### config.mk
export PLATFORM = sky130hd
export DESIGN_NAME = cfa_scan_sequencer
export DESIGN_NICKNAME = d
export VERILOG_FILES = /design/src/rtl/cfa_pkg.sv /design/src/rtl/cfa_clamp_addr.sv /design/src/rtl/cfa_scan_sequencer.sv
export SDC_FILE = /design/constraint.sdc
export NUM_CORES = 1
export LEC_CHECK = 0
export CAP_MARGIN = 40
export CORE_MARGIN = 5
export CORE_UTILIZATION = 45
export DETAILED_ROUTE_END_ITERATION = 10
export GPL_ROUTABILITY_DRIVEN = 1
export MAX_ROUTING_LAYER = met4
export PLACE_DENSITY = 0.72
export REMOVE_ABC_BUFFERS = 1
export SLEW_MARGIN = 20
export SYNTH_ARGS = -nofsm -noshare
export SYNTH_HDL_FRONTEND = slang
export SYNTH_SLANG_ARGS = --single-unit
### constraint.sdc
create_clock -name clk -period 16.99 [get_ports clk]
set_input_delay 1.699 -clock clk [delete_from_list [all_inputs] [get_ports clk]]
set_output_delay 1.699 -clock clk [all_outputs]
set_load 0.03 [all_outputs]
### src/rtl/cfa_pkg.sv
// Shared types and constants for the CFA demosaic scan sequencer.
// Holds the sequencer states, the 5x5 window geometry and the default widths.
package cfa_pkg;

    typedef enum logic [2:0] {
        IDLE,
        PRIME,
        LOAD,
        UPDATE,
        ROW_END,
        DRAIN,
        DONE
    } cfa_state_e;

    localparam int WIN        = 5;
    localparam int PRIME_CYC  = 20;
    localparam int LOAD_CYC   = 5;
    localparam int DEF_ADDR_W = 17;
    localparam int DEF_DIM_W  = 11;

endpackage

### src/rtl/cfa_clamp_addr.sv
// Border-replicating read address former for one window tap.
// Row offset comes from the window slot, column offset from the scan phase.
module cfa_clamp_addr
    import cfa_pkg::*;
#(
    parameter int ADDR_W = DEF_ADDR_W,
    parameter int DIM_W  = DEF_DIM_W
) (
    input  logic [DIM_W-1:0]  i_row,
    input  logic [DIM_W-1:0]  i_rowMax,
    input  logic [DIM_W-1:0]  i_col,
    input  logic [DIM_W-1:0]  i_colMax,
    input  logic [2:0]        i_slot,
    input  logic signed [2:0] i_colOff,
    input  logic [ADDR_W-1:0] i_rowBase,
    output logic [ADDR_W-1:0] o_addr
);

    localparam int SW = DIM_W + 2;
    localparam logic signed [SW-1:0] ONE  = SW'(1);
    localparam logic signed [SW-1:0] TWO  = SW'(2);
    localparam logic signed [SW-1:0] MONE = -SW'(1);
    localparam logic signed [SW-1:0] MTWO = -SW'(2);

    logic signed [SW-1:0] w_rowRaw;
    logic signed [SW-1:0] w_rowLast;
    logic signed [SW-1:0] w_rowClamp;
    logic signed [SW-1:0] w_rowDiff;
    logic signed [SW-1:0] w_colRaw;
    logic signed [SW-1:0] w_colLast;
    logic signed [SW-1:0] w_colClamp;
    logic [ADDR_W-1:0]    w_colMaxA;
    logic [ADDR_W-1:0]    w_rowDelta;

    // The clamped row is at most two rows from the current one, so the row
    // base is adjusted by +-colMax or +-2*colMax instead of multiplying.
    always_comb begin
        w_rowRaw   = $signed(SW'(i_row)) + $signed(SW'(i_slot)) - TWO;
        w_rowLast  = $signed(SW'(i_rowMax)) - ONE;
        w_rowClamp = w_rowRaw;
        if (w_rowRaw < 0) begin
            w_rowClamp = '0;
        end else if (w_rowRaw > w_rowLast) begin
            w_rowClamp = w_rowLast;
        end
        w_rowDiff = w_rowClamp - $signed(SW'(i_row));

        w_colRaw   = $signed(SW'(i_col)) + SW'(i_colOff);
        w_colLast  = $signed(SW'(i_colMax)) - ONE;
        w_colClamp = w_colRaw;
        if (w_colRaw < 0) begin
            w_colClamp = '0;
        end else if (w_colRaw > w_colLast) begin
            w_colClamp = w_colLast;
        end

        w_colMaxA  = ADDR_W'(i_colMax);
        w_rowDelta = '0;
        if (w_rowDiff == MTWO) begin
            w_rowDelta = ADDR_W'(0) - (w_colMaxA << 1);
        end else if (w_rowDiff == MONE) begin
            w_rowDelta = ADDR_W'(0) - w_colMaxA;
        end else if (w_rowDiff == ONE) begin
            w_rowDelta = w_colMaxA;
        end else if (w_rowDiff == TWO) begin
            w_rowDelta = w_colMaxA << 1;
        end

        o_addr = i_rowBase + w_rowDelta + ADDR_W'(w_colClamp);
    end

endmodule

### src/rtl/cfa_scan_sequencer.sv
// Raster-scan sequencer for the CFA demosaic datapath: streams one 5-row window
// column per pixel, steps the datapath and emits latency-matched write strobes.
module cfa_scan_sequencer
    import cfa_pkg::*;
#(
    parameter int ADDR_W   = DEF_ADDR_W,
    parameter int DIM_W    = DEF_DIM_W,
    parameter int PIPE_LAT = 6
) (
    input  logic              clk,
    input  logic              rst,
    input  logic              start,
    input  logic [DIM_W-1:0]  rowMax,
    input  logic [DIM_W-1:0]  colMax,
    output logic              busy,
    output logic              done,
    output logic [ADDR_W-1:0] readAddress,
    output logic              rdValid,
    output logic [2:0]        rdSlot,
    output logic              colUpdate,
    output logic              rowUpdate,
    output logic [ADDR_W-1:0] writeAddress,
    output logic [2:0]        writeEnable
);

    // The output register is the last stage, so PIPE_LAT must be at least 2.
    localparam int STAGES = PIPE_LAT - 1;
    localparam int PHASES = PRIME_CYC / WIN;

    cfa_state_e        r_state;
    cfa_state_e        w_nextState;
    logic [DIM_W-1:0]  r_rowMax;
    logic [DIM_W-1:0]  r_colMax;
    logic [DIM_W-1:0]  r_row;
    logic [DIM_W-1:0]  r_col;
    logic [ADDR_W-1:0] r_rowBase;
    logic [2:0]        r_slot;
    logic [1:0]        r_phase;
    logic              r_issueValid;
    logic [2:0]        r_issueSlot;
    logic [STAGES-1:0] r_wpValid;
    logic [ADDR_W-1:0] r_wpAddr [STAGES];

    logic              w_issue;
    logic signed [2:0] w_colOff;
    logic [ADDR_W-1:0] w_readAddr;
    logic [ADDR_W-1:0] w_pixAddr;
    logic              w_dimZero;
    logic              w_slotLast;
    logic              w_primeLast;
    logic              w_colLast;
    logic              w_rowLast;
    logic              w_pipeBusy;

    assign w_dimZero   = (rowMax == '0) || (colMax == '0);
    assign w_slotLast  = (r_slot == 3'(WIN - 1));
    assign w_primeLast = w_slotLast && (r_phase == 2'(PHASES - 1));
    assign w_colLast   = (r_col == r_colMax - DIM_W'(1));
    assign w_rowLast   = (r_row == r_rowMax - DIM_W'(1));
    assign w_pipeBusy  = |r_wpValid;
    assign w_pixAddr   = r_rowBase + ADDR_W'(r_col);

    always_ff @(posedge clk or negedge rst) begin
        if (!rst) begin
            r_state <= IDLE;
        end else begin
            r_state <= w_nextState;
        end
    end

    always_comb begin
        w_nextState = r_state;
        case (r_state)
            IDLE:    if (start) w_nextState = w_dimZero ? DONE : PRIME;
            PRIME:   if (w_primeLast) w_nextState = LOAD;
            LOAD:    if (w_slotLast) w_nextState = UPDATE;
            UPDATE:  w_nextState = w_colLast ? ROW_END : LOAD;
            ROW_END: w_nextState = w_rowLast ? DRAIN : PRIME;
            DRAIN:   if (!w_pipeBusy) w_nextState = DONE;
            DONE:    w_nextState = IDLE;
            default: w_nextState = IDLE;
        endcase
    end

    // PRIME walks window columns c-2..c+1; LOAD always fetches column c+2.
    always_comb begin
        busy      = 1'b0;
        done      = 1'b0;
        colUpdate = 1'b0;
        rowUpdate = 1'b0;
        w_issue   = 1'b0;
        w_colOff  = 3'sd2;
        case (r_state)
            IDLE: ;
            PRIME: begin
                busy     = 1'b1;
                w_issue  = 1'b1;
                w_colOff = $signed({1'b0, r_phase}) - 3'sd2;
            end
            LOAD: begin
                busy    = 1'b1;
                w_issue = 1'b1;
            end
            UPDATE: begin
                busy      = 1'b1;
                colUpdate = 1'b1;
            end
            ROW_END: begin
                busy      = 1'b1;
                rowUpdate = 1'b1;
            end
            DRAIN: busy = 1'b1;
            DONE: begin
                busy = 1'b1;
                done = 1'b1;
            end
            default: ;
        endcase
    end

    always_ff @(posedge clk or negedge rst) begin
        if (!rst) begin
            r_rowMax  <= '0;
            r_colMax  <= '0;
            r_row     <= '0;
            r_col     <= '0;
            r_rowBase <= '0;
            r_slot    <= '0;
            r_phase   <= '0;
        end else begin
            if (r_state == IDLE && start) begin
                r_rowMax  <= rowMax;
                r_colMax  <= colMax;
                r_row     <= '0;
                r_col     <= '0;
                r_rowBase <= '0;
                r_slot    <= '0;
                r_phase   <= '0;
            end
            if (w_issue) begin
                r_slot <= w_slotLast ? 3'd0 : r_slot + 3'd1;
                if (r_state == PRIME && w_slotLast) begin
                    r_phase <= w_primeLast ? 2'd0 : r_phase + 2'd1;
                end
            end
            if (r_state == UPDATE) begin
                r_col <= r_col + DIM_W'(1);
            end
            if (r_state == ROW_END) begin
                r_col     <= '0;
                r_row     <= r_row + DIM_W'(1);
                r_rowBase <= r_rowBase + ADDR_W'(r_colMax);
            end
        end
    end

    cfa_clamp_addr #(
        .ADDR_W (ADDR_W),
        .DIM_W  (DIM_W)
    ) u_clampAddr (
        .i_row     (r_row),
        .i_rowMax  (r_rowMax),
        .i_col     (r_col),
        .i_colMax  (r_colMax),
        .i_slot    (r_slot),
        .i_colOff  (w_colOff),
        .i_rowBase (r_rowBase),
        .o_addr    (w_readAddr)
    );

    // Slot tags trail the address by one cycle to line up with memory data.
    always_ff @(posedge clk or negedge rst) begin
        if (!rst) begin
            readAddress  <= '0;
            r_issueValid <= 1'b0;
            r_issueSlot  <= '0;
            rdValid      <= 1'b0;
            rdSlot       <= '0;
        end else begin
            if (w_issue) begin
                readAddress <= w_readAddr;
            end
            r_issueValid <= w_issue;
            r_issueSlot  <= w_issue ? r_slot : 3'd0;
            rdValid      <= r_issueValid;
            rdSlot       <= r_issueSlot;
        end
    end

    always_ff @(posedge clk or negedge rst) begin
        if (!rst) begin
            r_wpValid    <= '0;
            for (int i = 0; i < STAGES; i++) begin
                r_wpAddr[i] <= '0;
            end
            writeAddress <= '0;
            writeEnable  <= '0;
        end else begin
            for (int i = STAGES - 1; i > 0; i--) begin
                r_wpValid[i] <= r_wpValid[i-1];
                r_wpAddr[i]  <= r_wpAddr[i-1];
            end
            r_wpValid[0] <= colUpdate;
            r_wpAddr[0]  <= w_pixAddr;
            writeEnable  <= {3{r_wpValid[STAGES-1]}};
            if (r_wpValid[STAGES-1]) begin
                writeAddress <= r_wpAddr[STAGES-1];
            end
        end
    end

endmodule

run_1/layer_met1.png
Scale bar: 50 um.
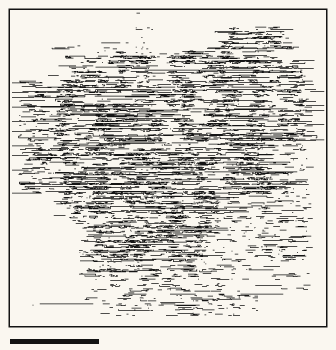
main direction: horizontal
wire length on this layer: 14300 um
share of all routed wire: 47%
longest straight run: 44.2 um
Post-Route WL: 30.7 mm
routed via count: 9887

run_1/layer_met2.png
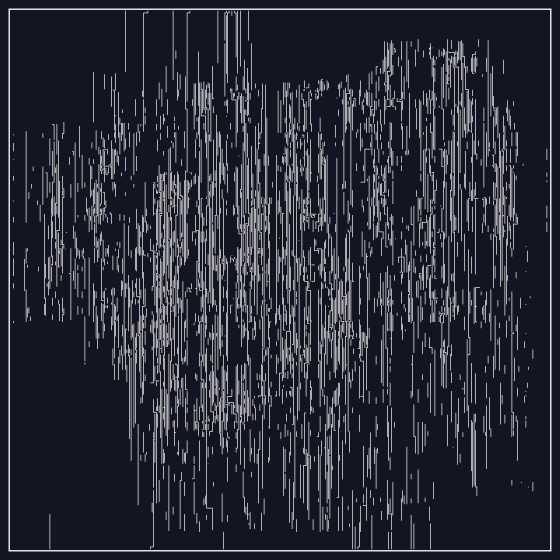
longest straight run: 61.2 um
wire length on this layer: 14100 um
met2 track utilization from global routing: 32.4%

==> results.txt, run 1 <==
State of the implementation.

- Per the layout report, the design carries 82 non-clock buffers.
- The final report gives the standard cell area, fillers excluded, as 14600 um^2.
- The critical path's top delay family is AND-OR/OR-AND gates, for reference.
- Of the post-synthesis cell area, the dominant cell type holds 40.1%.
- Data arrives at the worst endpoint at 10920 ps.
- Summed over all nets, wire length on met2 after detailed routing comes to 14.1 mm.
- The via count normalized by instance count is 5.50, for reference.
- The number of pins exceeding their max-slew limit in the final report is 0, for reference.
- The power density over cell area is 201 nW/um^2, for reference.
- The routed layout reports a DRC error count of 0.
- The starting utilization of the core area is 45.5%, for reference.
- The flow ran to the end, and the final reports show no timing, DRC or antenna violations.
- Yosys stat counts 1334 cells in the synthesized netlist.
- The total overflow left after global routing is 0.
- Row generation in the floorplan step produced 61 rows.
- After Yosys synthesis, AND-OR and OR-AND compound gates account for 15.8% of the synthesized area.
- The count of nets left with antenna violations once routing finished came out at 0.
- Headroom to the max-slew limit came out at 42.3%.
- CTS built an H-tree with a depth of 1.
- For reference, the mux area share after synthesis is 1.77%.
- Warnings raised by the tools during the run amount to 35.
- The number of antenna violations at the first check in global routing is 0, for reference.
- The switching portion of total power comes to 46.6%.
- Per the synthesis report, the simple-gate share of the synthesized area is 16.8%.
- The worst VDD IR drop from the latest analysis is 0.112 mV.
- The smallest clock period supported by the final layout is computed as 10530 ps.
- The worst min-delay path category is reg -> reg, for reference.
- Along the worst path, the maximum fanout reaches 15.
- The pre-CTS setup check shows a worst slack of 6200 ps.
- The global routing usage summed across all routing layers is 20.2%, for reference.
- The combinational power reported by the tool is 1.73 mW.
- The register with the most flip-flops in the layout has 85 of them.
- The first TritonRoute pass finished after 5 iterations.
run_1/layer_met3.png
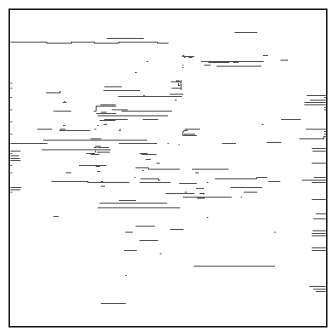
wire length on this layer: 1450 um
longest straight run: 58.2 um
nets with wire on the layer: 121
main direction: horizontal
share of all routed wire: 4.7%
met3 GRT Util: 2.41%

run 1: path summary, 6_finish.rpt:
kind / to / slack [ps] / start / cells after the start
min in group asynchronous: r_col[0] / 1100 / rst / 1
max: readAddress[15] / 6460 / r_row[2] / 39
max reg2reg: readAddress[15] / 6460 / r_row[2] / 39
max in group asynchronous: r_rowMax[8] / 14420 / rst / 4
min reg2reg: r_wpAddr[34] / 340 / r_wpAddr[51] / 0
min: r_wpAddr[34] / 340 / r_wpAddr[51] / 0
run 1: layer usage:
| metal | up-vias | GRT usage [%] |
|---|---|---|
| met5 | - | - |
| met4 | 0 | 4.64 |
| met3 | 62 | 2.41 |
| met2 | 248 | 32.4 |
| met1 | 4751 | 27.8 |
| li1 | 4826 | - |
==> inputs of run 2 (changes only) <==
Settings changed: PLACE_DENSITY 0.72 to 0.74.
Clock period 16.99 ns to 8.5 ns, I/O delays scaled along.
run_2/layer_met4.png
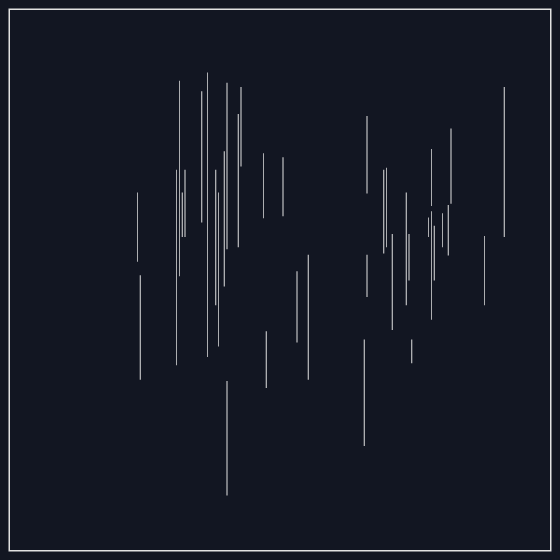
share of all routed wire: 3.5%
main direction: vertical
longest straight run: 93.2 um
wire length on this layer: 1200 um

==> results.txt, run 2 <==
State of the implementation.

- The area fraction in mux cells is 1.77%, for reference.
- Per the detail_route report, DRC violations left total 0.
- The checks that failed: negative setup slack.
- The count of cell instances traversed by the critical path is 54, for reference.
- The run finished, with violations left.
- The critical-path maximum fanout is 6, for reference.
- The top-area cell type share of the netlist area is 40.1%, for reference.
- The total wirelength of the detailed-routed design is 34.3 mm, for reference.
- The register with the most flip-flops in the layout has 85 of them.
- In this run, the synthesized area fraction spent on AND-OR/OR-AND gates is recorded as 15.8%.
- The via count normalized by instance count is 5.48, for reference.
- The highest ir drop seen on vdd is 0.280 mV, for reference.
- The share of the core area taken by cells at floorplan is 45.5%.
- CTS built an H-tree with a depth of 1.
- Summed over all layers, the global routing overflow is 0.
- The endpoint of the most critical register-to-register path is readAddress[16], for reference.
- According to the timing report, the critical path is launched from r_row[1].
- The final route contains 10798 vias.
- The area of all placed cells without fillers is 16400 um^2, for reference.
- The final critical-path setup slack is -284 ps, for reference.
- The beginning of the worst register-to-register path is r_row[1], for reference.
- The routed design uses 16.2 mm of met2 wire.
- After floorplanning, the core was divided into 61 placement rows.
- For met3 alone, demand over resource in global routing was 3.81%.
- Global routing consumed, on the met2 layer, 35.5% of the routing resources.
- The minimum setup slack among reg-to-reg paths is -280 ps, for reference.
- The number of antenna violations at the first check in global routing is 1.
- The total of endpoints with negative setup slack in the final report is 3, for reference.
run 2: cell counts after synthesis:
Identical to the previous run, type by type.
run 2: area by class of cell:
class	count	area [um^2]
antenna	1	2.50
clock buffer	29	628
clock inverter	9	124
fill	2250	11300
inverter	95	359
multi-input combinational	998	7570
sequential	202	5050
tap	378	473
timing repair buffer	260	2190
run 2: cell families (layout without fill, tap and decap cells):
| family | Yosys count | after routing |
|---|---|---|
| AND-OR/OR-AND | 301 | 301 |
| XOR/XNOR | 96 | 96 |
| adder cells (fa/ha/maj) | 136 | 136 |
| buffers and inverters | 134 | 393 |
| flip-flops | 202 | 202 |
| multiplexers | 20 | 20 |
| other | 0 | 1 |
| AND/OR/NAND/NOR | 445 | 445 |
==> inputs of run 3 (changes only) <==
Clock period 8.5 ns to 7.4 ns, I/O delays scaled along.
run_3/layer_met2.png
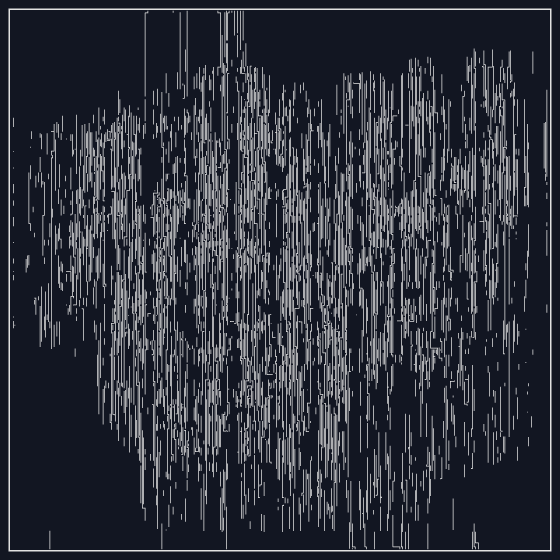
wire length on this layer: 17600 um
longest straight run: 62.7 um
share of all routed wire: 49%

==> results.txt, run 3 <==
State of the implementation.

- The flow ran to the end, but the final reports show violations.
- The checks that failed: negative setup slack.
- Once layout is done, the placed cells without fillers occupy 17100 um^2.
- Per the layout report, the design carries 26 clock buffers.
- The number of pins exceeding their max-slew limit in the final report is 0, for reference.
- The critical-path maximum fanout is 6, for reference.
- The flip-flop count of the largest register after layout is 85, for reference.
- The area fraction in mux cells is 1.77%, for reference.
- The final timing report derives a shortest allowable period of 8640 ps.
- For the worst flop-to-flop path, the logic depth is 45.
- The synthesized netlist devotes 16.8% of its cell area to simple gates.
- The routed length on met2 is 17.6 mm, for reference.
- For this run, the detailed router's first-pass iteration total came to 5.
- The cell family contributing the most delay on the critical path is AND-OR/OR-AND gates.
- The largest cell class by area is multi-input combinational cells, for reference.
- Per the layout report, the design carries 325 non-clock buffers.
- The floorplan step records an initial core utilization of 45.5%.
- Per the breakdown, switching nets consume 44.0% of all power.
- The worst min-delay path category is in -> async, for reference.
- The startpoint identified for the worst register-to-register timing path is r_row[1].
- The minimum setup slack among reg-to-reg paths is -1240 ps, for reference.
- The final critical-path setup slack is -1240 ps, for reference.
- The clock distribution area overhead in the final layout is 4.51%, for reference.
- The worst slew slack as a fraction of its limit is 47.8%, for reference.
- The deepest level of the CTS H-tree is 1, for reference.
- The cell total in the yosys stat output is 1334, for reference.
- Across every metal layer, demand over resource in global routing totals 23.4%.
- The number of OpenROAD warnings is 37, for reference.
- The number of antenna repair diodes is 0, for reference.
- The highest ir drop seen on vdd is 0.351 mV, for reference.
- The post-detailed-route count of antenna-violating nets is 0, for reference.
- The final layout contains routed wiring with a total length of 35.9 mm.
- The sequential cell area is 5050 um^2, for reference.
- The final report lists the setup-violating endpoint count as 14.
- The power density over cell area is 529 nW/um^2, for reference.
- The well tap count is 378, for reference.
- For reference, compound AND-OR and OR-AND cells occupy 15.8% of the area reported after synthesis.
- The fraction of cell area in non-clock buffers is 16.2%, for reference.
- The number of signal-net inverters in the final layout is 95, for reference.
- The endpoint of the most critical register-to-register path is readAddress[16], for reference.
==> run 3: how the worst max path moves through the flow <==
stage	start	endpoint	slack [ps]	cells after the start
3_5_place_dp	r_row[2]	readAddress[15]	-1710	44
3_3_place_gp	r_slot[2]	readAddress[15]	-1560	44
2_1_floorplan	r_row[2]	readAddress[15]	-1830	41
6_report	r_row[1]	readAddress[16]	-1240	45
4_1_cts	r_row[1]	readAddress[16]	-1080	45
5_1_grt	r_row[1]	readAddress[15]	-1670	48
==> run 3: per-layer routing <==
| layer | vias up | GRT usage [%] |
|---|---|---|
| li1 | 5304 | - |
| met1 | 5439 | 29.8 |
| met4 | 0 | 6.77 |
| met5 | - | - |
| met2 | 311 | 39.6 |
| met3 | 77 | 2.81 |
Power figures rest on the tool's default switching activity, not on a simulated workload.
